$ cat src/rtl/ahb_slave_pipe_pkg.sv
// ahb_slave_pipe_pkg: shared AHB-to-APB bridge constants, peripheral map and burst tracker states.
package ahb_slave_pipe_pkg;
    localparam logic [1:0] HT_IDLE   = 2'b00;
    localparam logic [1:0] HT_BUSY   = 2'b01;
    localparam logic [1:0] HT_NONSEQ = 2'b10;
    localparam logic [1:0] HT_SEQ    = 2'b11;
    localparam logic [31:0] P0_BASE  = 32'h8000_0000;
    localparam logic [31:0] P0_LIMIT = 32'h83FF_FFFF;
    localparam logic [31:0] P1_BASE  = 32'h8400_0000;
    localparam logic [31:0] P1_LIMIT = 32'h87FF_FFFF;
    localparam logic [31:0] P2_BASE  = 32'h8800_0000;
    localparam logic [31:0] P2_LIMIT = 32'h8BFF_FFFF;
    localparam logic [2:0] SEL_P0   = 3'b001;
    localparam logic [2:0] SEL_P1   = 3'b010;
    localparam logic [2:0] SEL_P2   = 3'b100;
    localparam logic [2:0] SEL_NONE = 3'b000;
    typedef enum logic {B_IDLE, B_ACTIVE} burst_state_e;
endpackage

$ cat src/rtl/ahb_slave_pipe_decode.sv
// ahb_addr_decode: one-hot APB peripheral select and in-range flag for an AHB address.
module ahb_addr_decode
    import ahb_slave_pipe_pkg::*;
#(
    parameter int ADDR_W = 32
) (
    input  logic [ADDR_W-1:0] i_addr,
    output logic [2:0]        o_selx,
    output logic              o_in_range
);
    always_comb begin
        o_selx = (i_addr >= ADDR_W'(P0_BASE) && i_addr <= ADDR_W'(P0_LIMIT)) ? SEL_P0 :
                 (i_addr >= ADDR_W'(P1_BASE) && i_addr <= ADDR_W'(P1_LIMIT)) ? SEL_P1 :
                 (i_addr >= ADDR_W'(P2_BASE) && i_addr <= ADDR_W'(P2_LIMIT)) ? SEL_P2 : SEL_NONE;
        o_in_range = |o_selx;
    end
endmodule

$ cat src/rtl/ahb_slave_pipe.sv
// ahb_slave_pipe: AHB front end of the bridge; decode, address/data pipeline and burst sequencing checker.
module ahb_slave_pipe
    import ahb_slave_pipe_pkg::*;
#(
    parameter int ADDR_W = 32,
    parameter int DATA_W = 32
) (
    input  logic              Hclk,
    input  logic              Hreset,
    input  logic              Hreadyin,
    input  logic [1:0]        Htrans,
    input  logic [2:0]        Hsize,
    input  logic              Hwrite,
    input  logic [ADDR_W-1:0] Haddr,
    input  logic [DATA_W-1:0] Hwdata,
    output logic              valid,
    output logic [2:0]        Temp_selx,
    output logic              Hwritereg,
    output logic [ADDR_W-1:0] H_addr1,
    output logic [ADDR_W-1:0] H_addr2,
    output logic [DATA_W-1:0] H_wdata1,
    output logic [DATA_W-1:0] H_wdata2,
    output logic [4:0]        beat_cnt,
    output logic              seq_err,
    output logic              size_err
);
    burst_state_e      r_state, w_state;
    logic [ADDR_W-1:0] r_exp_addr, w_exp_addr, w_next_addr;
    logic              r_burst_dir, w_burst_dir, w_in_range, w_seq_err;
    logic [4:0]        w_beat_cnt;

    ahb_addr_decode #(.ADDR_W(ADDR_W)) u_decode (
        .i_addr     (Haddr),
        .o_selx     (Temp_selx),
        .o_in_range (w_in_range)
    );

    assign valid       = Hreadyin & Htrans[1] & w_in_range;
    assign w_next_addr = Haddr + (ADDR_W'(1) << Hsize);

    // Hwdata lags its address by one phase, so H_wdata1 pairs with H_addr2.
    always_ff @(posedge Hclk or posedge Hreset) begin
        if (Hreset) begin
            H_addr1   <= '0;
            H_addr2   <= '0;
            H_wdata1  <= '0;
            H_wdata2  <= '0;
            Hwritereg <= 1'b0;
        end else if (Hreadyin) begin
            H_addr2   <= H_addr1;
            H_addr1   <= Haddr;
            H_wdata2  <= H_wdata1;
            H_wdata1  <= Hwdata;
            Hwritereg <= Hwrite;
        end
    end

    always_comb begin
        w_state     = r_state;
        w_exp_addr  = r_exp_addr;
        w_burst_dir = r_burst_dir;
        w_beat_cnt  = beat_cnt;
        w_seq_err   = 1'b0;
        if (valid && Htrans == HT_NONSEQ) begin
            w_state     = B_ACTIVE;
            w_exp_addr  = w_next_addr;
            w_burst_dir = Hwrite;
            w_beat_cnt  = 5'd1;
        end else if (valid) begin
            if (r_state == B_ACTIVE && Haddr == r_exp_addr && Hwrite == r_burst_dir) begin
                w_exp_addr = w_next_addr;
                w_beat_cnt = (beat_cnt == 5'd31) ? beat_cnt : beat_cnt + 5'd1;
            end else begin
                w_seq_err  = 1'b1;
                w_state    = B_IDLE;
                w_beat_cnt = 5'd0;
            end
        end else if (Hreadyin && Htrans != HT_BUSY) begin
            w_state    = B_IDLE;
            w_beat_cnt = 5'd0;
        end
    end

    always_ff @(posedge Hclk or posedge Hreset) begin
        if (Hreset) begin
            r_state     <= B_IDLE;
            r_exp_addr  <= '0;
            r_burst_dir <= 1'b0;
            beat_cnt    <= 5'd0;
            seq_err     <= 1'b0;
            size_err    <= 1'b0;
        end else begin
            r_state     <= w_state;
            r_exp_addr  <= w_exp_addr;
            r_burst_dir <= w_burst_dir;
            beat_cnt    <= w_beat_cnt;
            seq_err     <= w_seq_err;
            size_err    <= valid && Hsize > 3'd2;
        end
    end
endmodule
$ cat config.mk
export PLATFORM = sky130hd
export DESIGN_NAME = ahb_slave_pipe
export DESIGN_NICKNAME = d
export VERILOG_FILES = /design/src/rtl/ahb_slave_pipe_pkg.sv /design/src/rtl/ahb_slave_pipe_decode.sv /design/src/rtl/ahb_slave_pipe.sv
export SDC_FILE = /design/constraint.sdc
export NUM_CORES = 1
export LEC_CHECK = 0
export CORE_MARGIN = 10
export CORE_UTILIZATION = 52
export CTS_CLUSTER_SIZE = 30
export DETAILED_ROUTE_END_ITERATION = 10
export GPL_TIMING_DRIVEN = 0
export PLACE_DENSITY = 0.83
export SETUP_SLACK_MARGIN = 0.05
export SKIP_CTS_REPAIR_TIMING = 1
export SLEW_MARGIN = 20
export SYNTH_ARGS = -nofsm -noshare
export SYNTH_HDL_FRONTEND = slang
export SYNTH_SLANG_ARGS = --single-unit
$ cat constraint.sdc
create_clock -name Hclk -period 7.83 [get_ports Hclk]
set_clock_uncertainty 0.05 [all_clocks]
set_input_delay 0.783 -clock Hclk [delete_from_list [all_inputs] [get_ports Hclk]]
set_output_delay 0.783 -clock Hclk [all_outputs]
set_load 0.005 [all_outputs]
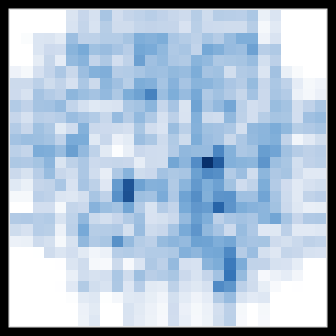
**Above:** run 1 (signal metal coverage by tile).
28 x 28 tiles, from white (low) to dark blue (high), scaled to the fullest tile. Values are wire area over tile area, all layers added.
6.8% of the tiles are over half the peak. The mean over all tiles is 0.17. The densest ninth of the die: middle. 14% of the tiles are nearly empty. The emptiest ninth of the die: bottom left.
vias after detailed routing: 5364
Avg WL per Cell: 21.18 um

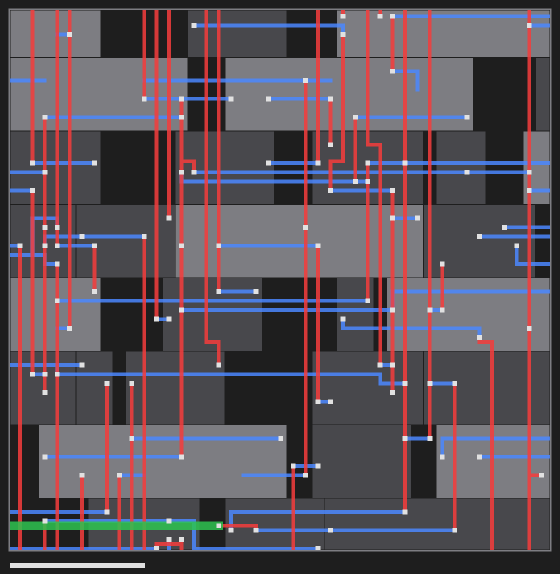
**Above:** run 1 (zoomed window).
Scale bar: 5 um. Window x 96 to 116, y 96 to 116 um. Cells in grey, sequential cells in the stronger grey; small squares are vias.
Key: red = met2; blue = met1; green = met3
25 logic cells have their middle in the window. Most frequent: clkdlybuf4s50_1 (8), dfrtp_1 (6), mux2_2 (6). Netlist names of flops here include H_wdata1 (3). Sequential cells in the window: 6.

==> impl_metrics.json, run 1 <==
{
  "reg2regPathDepth": 6,
  "outcome": "finished, final reports clean",
  "area_leaders": "dfrtp_1, mux2_2, xnor2_1",
  "netlist_instances": 569,
  "fmax_ghz": 0.2726,
  "largest_class": "flip-flops and latches",
  "cp-start-kind": "input pin",
  "grt_first_pass_wirelength_um": 33120,
  "area_growth_pct": 37.67,
  "ys_sh_xor_pct": 6.061,
  "yosys_warnings": 0,
  "p_seq_mw": 1.05,
  "arrival_ns": 2.84,
  "wl_met1_um": 8370,
  "stdcell_area_sq_um": 10540,
  "seq_area_sq_um": 4254,
  "top_layer_used": "met4",
  "nonClkBufAreaFrac_pct": 20.84,
  "vdd_ir_drop_max_mv": 0.1570,
  "cp_num_cells": 5,
  "synth.mux.area_fraction_pct": 23.18
}
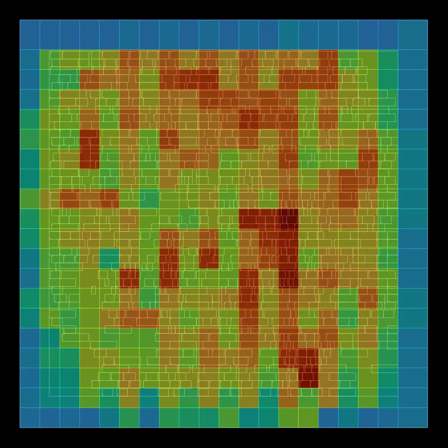
**Above:** run 1 (track usage over the die).
met1 usage: 24.21%
met3 GRT Util: 6.275%
Overall Global Routing Usage: 20.97%
GRT busiest layer: met2
Util after Layout: 72.82%

==> run 2, diff against run 1 <==
--- a/config.mk
+++ b/config.mk
@@ -6,11 +6,11 @@
 export NUM_CORES = 1
 export LEC_CHECK = 0
 export CORE_MARGIN = 10
-export CORE_UTILIZATION = 52
+export CORE_UTILIZATION = 48
 export CTS_CLUSTER_SIZE = 30
 export DETAILED_ROUTE_END_ITERATION = 10
 export GPL_TIMING_DRIVEN = 0
-export PLACE_DENSITY = 0.83
+export PLACE_DENSITY = 0.77
 export SETUP_SLACK_MARGIN = 0.05
 export SKIP_CTS_REPAIR_TIMING = 1
 export SLEW_MARGIN = 20
==> constraint.sdc (replaced) <==
create_clock -name Hclk -period 3.8 [get_ports Hclk]
set_clock_uncertainty 0.05 [all_clocks]
set_input_delay 0.38 -clock Hclk [delete_from_list [all_inputs] [get_ports Hclk]]
set_output_delay 0.38 -clock Hclk [all_outputs]
set_load 0.005 [all_outputs]
==> run 2 against run 1 <==
Synthesized cell count unchanged. Via count is 1.3% higher. Global-route usage fell by 1.3 points. Combinational power increased by 110%. Final cell count increased by 3.7%. Register-to-register slack worse by 4.1 ns. Die area grew 7.1%. Largest power group unchanged.
==> impl_metrics.json, run 2 <==
{
  "outcome": "finished, final reports clean",
  "use_met1_pct": 23.60,
  "comb_power_share_pct": 19.4,
  "finalSetupTns_ns": 0,
  "final_nets": 882,
  "stdcell_area_sq_um": 10680,
  "use_met3_pct": 5.408,
  "area_growth_pct": 39.50,
  "synth.mux.area_fraction_pct": 23.18,
  "netlist_instances": 569,
  "ys_sh_xor_pct": 6.061,
  "vdd_ir_drop_max_mv": 0.3472,
  "fmax_ghz": 0.3325,
  "cts_buffer_depth": 2,
  "power.total_mw": 4.816,
  "power_leader": "registers",
  "critPathKind": "input pin to flop",
  "hold_end": "H_addr1[26]$_DFFE_PP0P_",
  "grt_first_pass_wirelength_um": 33570,
  "reg2regPathDepth": 6,
  "path_buffers": 1,
  "cp-start-kind": "input pin",
  "p_seq_mw": 2.15,
  "cp_num_cells": 9,
  "r2r-end": "beat_cnt[3]$_DFFE_PP0P_",
  "area_leaders": "dfrtp_1, mux2_2, xnor2_1",
  "vias": 5436,
  "use_met2_pct": 32.53,
  "slowest_stage": "o211ai_1",
  "wl_met1_um": 8506,
  "final_core_util_pct": 67.75,
  "grt_pass1_vias": 5893,
  "ioPinCount": 213,
  "mostFrequentLayoutCells": "clkdlybuf4s50_1, dfrtp_1, mux2_2",
  "arrival_ns": 3.27,
  "warnings": 26,
  "powerDensity_nw_per_um2": 450.8,
  "ff_type": "dfrtp_1",
  "largest_class": "flip-flops and latches",
  "grt-busiest-layer": "met2",
  "path_clk_slew_ns": 0.06,
  "nonClkBufAreaFrac_pct": 21.31,
  "yosys_warnings": 0,
  "ff2ff_setup_slack_ns": 1.27,
  "clock_area_share_pct": 5.516,
  "ys_seq_elements": 170,
  "mi_logic_area_sq_um": 3237
}
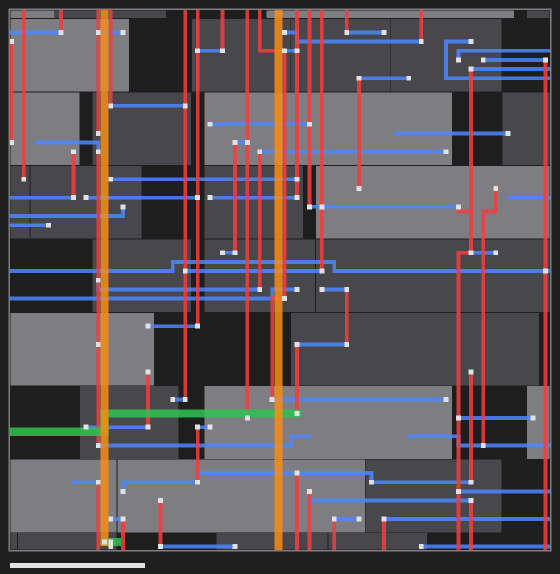
**Above:** run 2 (zoomed window).
Scale bar: 5 um. Window x 100 to 120, y 100 to 120 um. Cells in grey, sequential cells in the stronger grey; small squares are vias.
Key: blue = met1; green = met3; orange = met4; red = met2
17 logic cells have their middle in the window. Sequential cells in the window: 5. Most frequent: clkdlybuf4s50_1 (6), dfrtp_1 (5), mux2_2 (3). Netlist names of flops here include H_wdata1 (3), H_wdata2 (2).

==> run 3, diff against run 2 <==
--- a/config.mk
+++ b/config.mk
@@ -6,11 +6,11 @@
 export NUM_CORES = 1
 export LEC_CHECK = 0
 export CORE_MARGIN = 10
-export CORE_UTILIZATION = 48
+export CORE_UTILIZATION = 44
 export CTS_CLUSTER_SIZE = 30
 export DETAILED_ROUTE_END_ITERATION = 10
 export GPL_TIMING_DRIVEN = 0
-export PLACE_DENSITY = 0.77
+export PLACE_DENSITY = 0.74
 export SETUP_SLACK_MARGIN = 0.05
 export SKIP_CTS_REPAIR_TIMING = 1
 export SLEW_MARGIN = 20
==> constraint.sdc (replaced) <==
create_clock -name Hclk -period 2.5 [get_ports Hclk]
set_clock_uncertainty 0.05 [all_clocks]
set_input_delay 0.25 -clock Hclk [delete_from_list [all_inputs] [get_ports Hclk]]
set_output_delay 0.25 -clock Hclk [all_outputs]
set_load 0.005 [all_outputs]
==> run 3 against run 2 <==
Synthesized cell count stayed put. Via count is 0.70% higher. Worst hold slack worse by 0.22 ns. Critical endpoint is now r_exp_addr[18]$_DFFE_PP0P_. Die area is 7.8% higher. Sequential power is 52% higher.
==> impl_metrics.json, run 3 <==
{
  "use_met3_pct": 5.871,
  "final_nets": 890,
  "netlist_instances": 569,
  "vias": 5474,
  "synth.mux.area_fraction_pct": 23.18,
  "yosys_warnings": 0,
  "powerDensity_nw_per_um2": 668.5,
  "hold_end": "size_err$_DFF_PP0_",
  "power_leader": "registers",
  "cp_num_cells": 8,
  "outcome": "finished, final reports clean",
  "wl_met1_um": 8407,
  "ff2ff_setup_slack_ns": 0.19,
  "use_met2_pct": 30.27,
  "area_growth_pct": 41.15,
  "r2r-end": "r_exp_addr[18]$_DFFE_PP0P_",
  "ys_seq_elements": 170,
  "cts_buffer_depth": 2,
  "grt_pass1_vias": 5986,
  "reg2regPathDepth": 7,
  "ioPinCount": 213,
  "comb_power_share_pct": 19.8,
  "slowest_stage": "clkdlybuf4s50_1",
  "p_seq_mw": 3.27,
  "warnings": 27
}
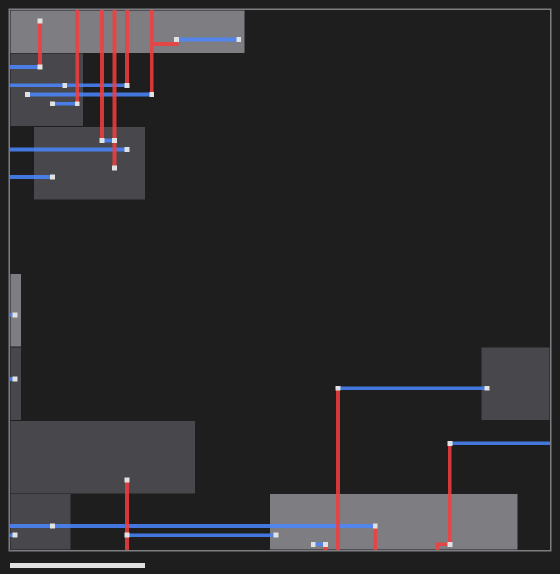
**Above:** run 3 (zoomed window).
Scale bar: 5 um. Window x 104 to 124, y 104 to 124 um. Cells in grey, sequential cells in the stronger grey; small squares are vias.
Key: red = met2; blue = met1
Netlist names of flops here include H_addr2 (1), H_wdata2 (1). Most frequent: mux2_2 (3), dfrtp_1 (2). Sequential cells in the window: 2. 7 logic cells have their middle in the window.

Power is estimated from default activity; no workload was simulated.
